==> config.mk <==
export PLATFORM = sky130hd
export DESIGN_NAME = reg_req_apb_master_flat
export DESIGN_NICKNAME = d
export VERILOG_FILES = /design/src/rtl/reg_bus_pkg.sv /design/src/rtl/reg_req_apb_master_if.sv /design/src/rtl/apb_timeout_cnt.sv /design/src/rtl/reg_req_apb_master.sv /design/src/flat_wrapper.sv
export SDC_FILE = /design/constraint.sdc
export NUM_CORES = 1
export LEC_CHECK = 0
export CAP_MARGIN = 20
export CORE_MARGIN = 2
export CORE_UTILIZATION = 42
export CTS_CLUSTER_SIZE = 24
export DETAILED_ROUTE_END_ITERATION = 6
export PLACE_DENSITY = 0.81
export SLEW_MARGIN = 40
export SYNTH_ARGS = -nofsm -noshare
export SYNTH_HDL_FRONTEND = slang
export SYNTH_SLANG_ARGS = --single-unit
==> constraint.sdc <==
create_clock -name clk -period 3 [get_ports clk]
set_input_delay 0.6 -clock clk [delete_from_list [all_inputs] [get_ports clk]]
set_output_delay 0.6 -clock clk [all_outputs]
set_load 0.02 [all_outputs]
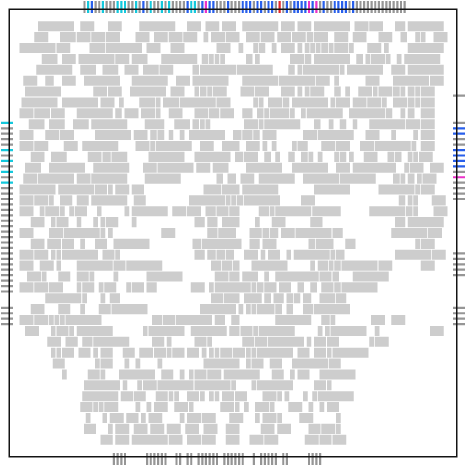
Run 1: pin map
Scale: 4 px per µm. Pins as bars across the die edge, other pins in grey.
Key: bus_p_addr = cyan [pins 16, direction output, edge 11 top, 5 left]; bus_req_strb = magenta [pins 4, direction input, edge 3 top, 1 right]; bus_req_write = red [pins 1, direction input, edge top]; bus_req_wdata = blue [pins 32, direction input, edge 26 top, 6 right]
All pins by edge: 88 top, 38 bottom, 36 left, 25 right.
Die W: 112 µm
Die Ht: 112 µm

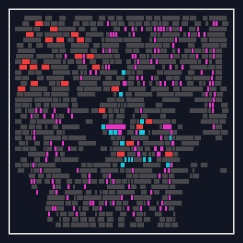
Run 1: gate families picked out
Scale: 2 px per µm.
Key: mux cells = red [cells 24, most used mux2_2]; nor cells = cyan [cells 16, most used nor2b_1, where middle]; nand cells = magenta [cells 151, most used nand2_1, where widely spread]
most common cell after layout, fill and taps aside: clkdlybuf4s50_1
non-filler cells, final: 830
Comb area share: 28.5%

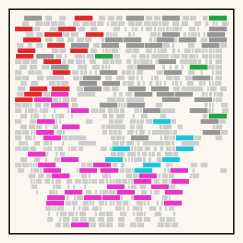
Run 1: register map, names as in the netlist
Scale: 2 px per µm. Other sequential cells in the stronger grey, the rest of the logic in the fainter grey.
Key: u_core.bus.p_strb = green [placed flops 4]; u_core.u_tmo.g_on.cnt_q = cyan [placed flops 8]; u_core.bus.p_addr = red [placed flops 16, where top left]; u_core.bus.rsp_rdata = magenta [placed flops 32]
Layout Utilization: 63.4%
Sequential Power: 2.29 mW
sequential share of cell area: 35.1%
register area: 0.00253 mm²

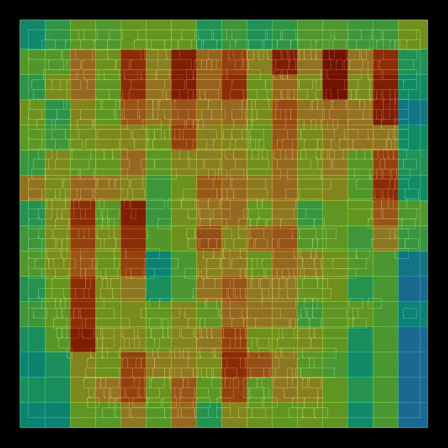
Run 1: congestion heat map
Tot GR Track Use: 22.2%
grt met1 use: 27.2%

==> results.sh, run 1 <==
# yosys + openroad results
export IMPL_place_congestion=0.849
export IMPL_seq_cell_count=101
export IMPL_mi_logic_area_mm2=0.00205
export IMPL_antenna_found_initial=0
export IMPL_area_growth_pct=48.5
export IMPL_dp_cells=814
export IMPL_vias=4417
export IMPL_pg_clk_mw=1.29
export IMPL_total_leakage_power_nw=3.12
export IMPL_ys_area_mm2=0.00485
export IMPL_comb_cells=333
export IMPL_p_switching_mw=2.62
export IMPL_path_cells="inv_1, ha_1, clkdlybuf4s50_1"
export IMPL_total_power_mw=6.85
export IMPL_cts_tree="done"
export IMPL_cts_setup_buffers=0
export IMPL_fp_nets=609
export IMPL_power_frac_clock_pct=18.8
export IMPL_die_area_mm2=0.0124
export IMPL_maxCapViolCount=0
export IMPL_nonClockInverterCount=38
export IMPL_yosysWarnings=0
export IMPL_hold_viol=0
export IMPL_largestPowerGroup="combinational cells"
export IMPL_wl_per_cell_um=16.7
export IMPL_async_flop_share_pct=100
export IMPL_synth_compound_area_share_pct=19.4
export IMPL_slew_viol_final=0
export IMPL_buf_share_pct=27.3
export IMPL_ys_sh_simple_pct=15.1
export IMPL_synth_avg_cell_area_um2=9.56
export IMPL_postLayoutCellArea_mm2=0.00721
export IMPL_numCtsBuffers=9
export IMPL_diodes=0
export IMPL_yosys_cells=508
export IMPL_syn_inst=508
export IMPL_rows=39
export IMPL_status="finished clean"
export IMPL_crit_type="reg2out"
export IMPL_ys_top_cells_by_count="nand2_1, dfrtp_1, inv_1, o21ai_0"
export IMPL_use_met3_pct=3.92
export IMPL_reg2reg_depth=7
export IMPL_clk_latency_ns=0.34
export IMPL_r2r_setup_slack_ns=0.63
export IMPL_place_area_mm2=0.00687
export IMPL_layout_drive_gt1_share_pct=8.73
export IMPL_p_comb_share_pct=47.7
Run 1, zoomed window:
Window x 43 to 68, y 21 to 46 µm. Cells in grey, sequential cells in the stronger grey; small squares are vias.
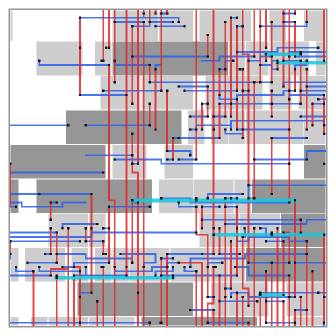

==> run 1 -> run 2 <==
==> constraint.sdc (replaced) <==
create_clock -name clk -period 3.1 [get_ports clk]
set_input_delay 0.62 -clock clk [delete_from_list [all_inputs] [get_ports clk]]
set_output_delay 0.62 -clock clk [all_outputs]
set_load 0.02 [all_outputs]
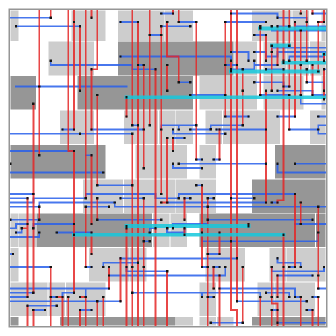
Run 2: zoomed window
Window x 43 to 68, y 21 to 46 µm. Cells in grey, sequential cells in the stronger grey; small squares are vias.
Key: M2 = red; M3 = cyan; M1 = blue
44 logic cells have their middle in the window. Most frequent: nand2_1 (9), dfrtp_1 (6), o221ai_1 (4). Sequential cells in the window: 6.

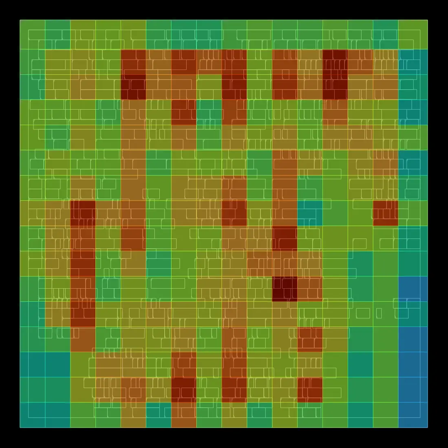
Run 2: congestion heat map
Layout Utilization: 63.0%
routing usage on met3: 4.74%

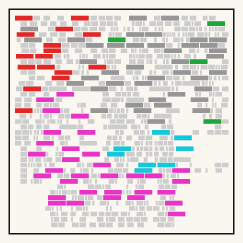
Run 2: register map, names as in the netlist
Scale: 2 px per µm. Other sequential cells in the stronger grey, the rest of the logic in the fainter grey.
Key: u_core.u_tmo.g_on.cnt_q = cyan [placed flops 8]; u_core.bus.p_strb = green [placed flops 4, where top right]; u_core.bus.p_addr = red [placed flops 16, where top left]; u_core.bus.rsp_rdata = magenta [placed flops 32]
Another 41 sequential cells are not coloured.
sequential share of cell area: 35.3%
Sequential Power: 2.21 mW

==> run 2 against run 1 <==
- combinational power fell by 3%
- first-iteration DRC count increased by 52%
- worst hold slack better by 0.023 ns
- sequential cell count did not move
- routed wire length is 0.30% lower
- synthesized cell count is the same
- clock skew up 0.0020 ns
- design area fell by 0.62%
- sequential power shrank 3%
- register-to-register slack improved by 0.28 ns
- critical path depth is the same
- worst setup slack improved by 0.12 ns
==> results.sh, run 2 <==
# yosys + openroad results
export IMPL_status="finished clean"
export IMPL_total_leakage_power_nw=3.10
export IMPL_stdcell_count=828
export IMPL_synth_compound_area_share_pct=19.4
export IMPL_async_flop_share_pct=100
export IMPL_die_x_um=112
export IMPL_fp_dieH_um=112
export IMPL_maxCapViolCount=0
export IMPL_crit_type="reg2out"
export IMPL_yosys_cells=508
export IMPL_slew_viol_final=0
export IMPL_nonClockInverterCount=38
export IMPL_diodes=0
export IMPL_syn_inst=508
export IMPL_track_usage_pct=22.2
export IMPL_cts_tree="done"
export IMPL_r2r_setup_slack_ns=0.91
export IMPL_clk_latency_ns=0.34
export IMPL_path_cells="inv_1, ha_1, clkdlybuf4s50_1"
export IMPL_ys_top_cells_by_count="nand2_1, dfrtp_1, inv_1, o21ai_0"
No activity file was given, so power comes from the tool's default toggle rates.
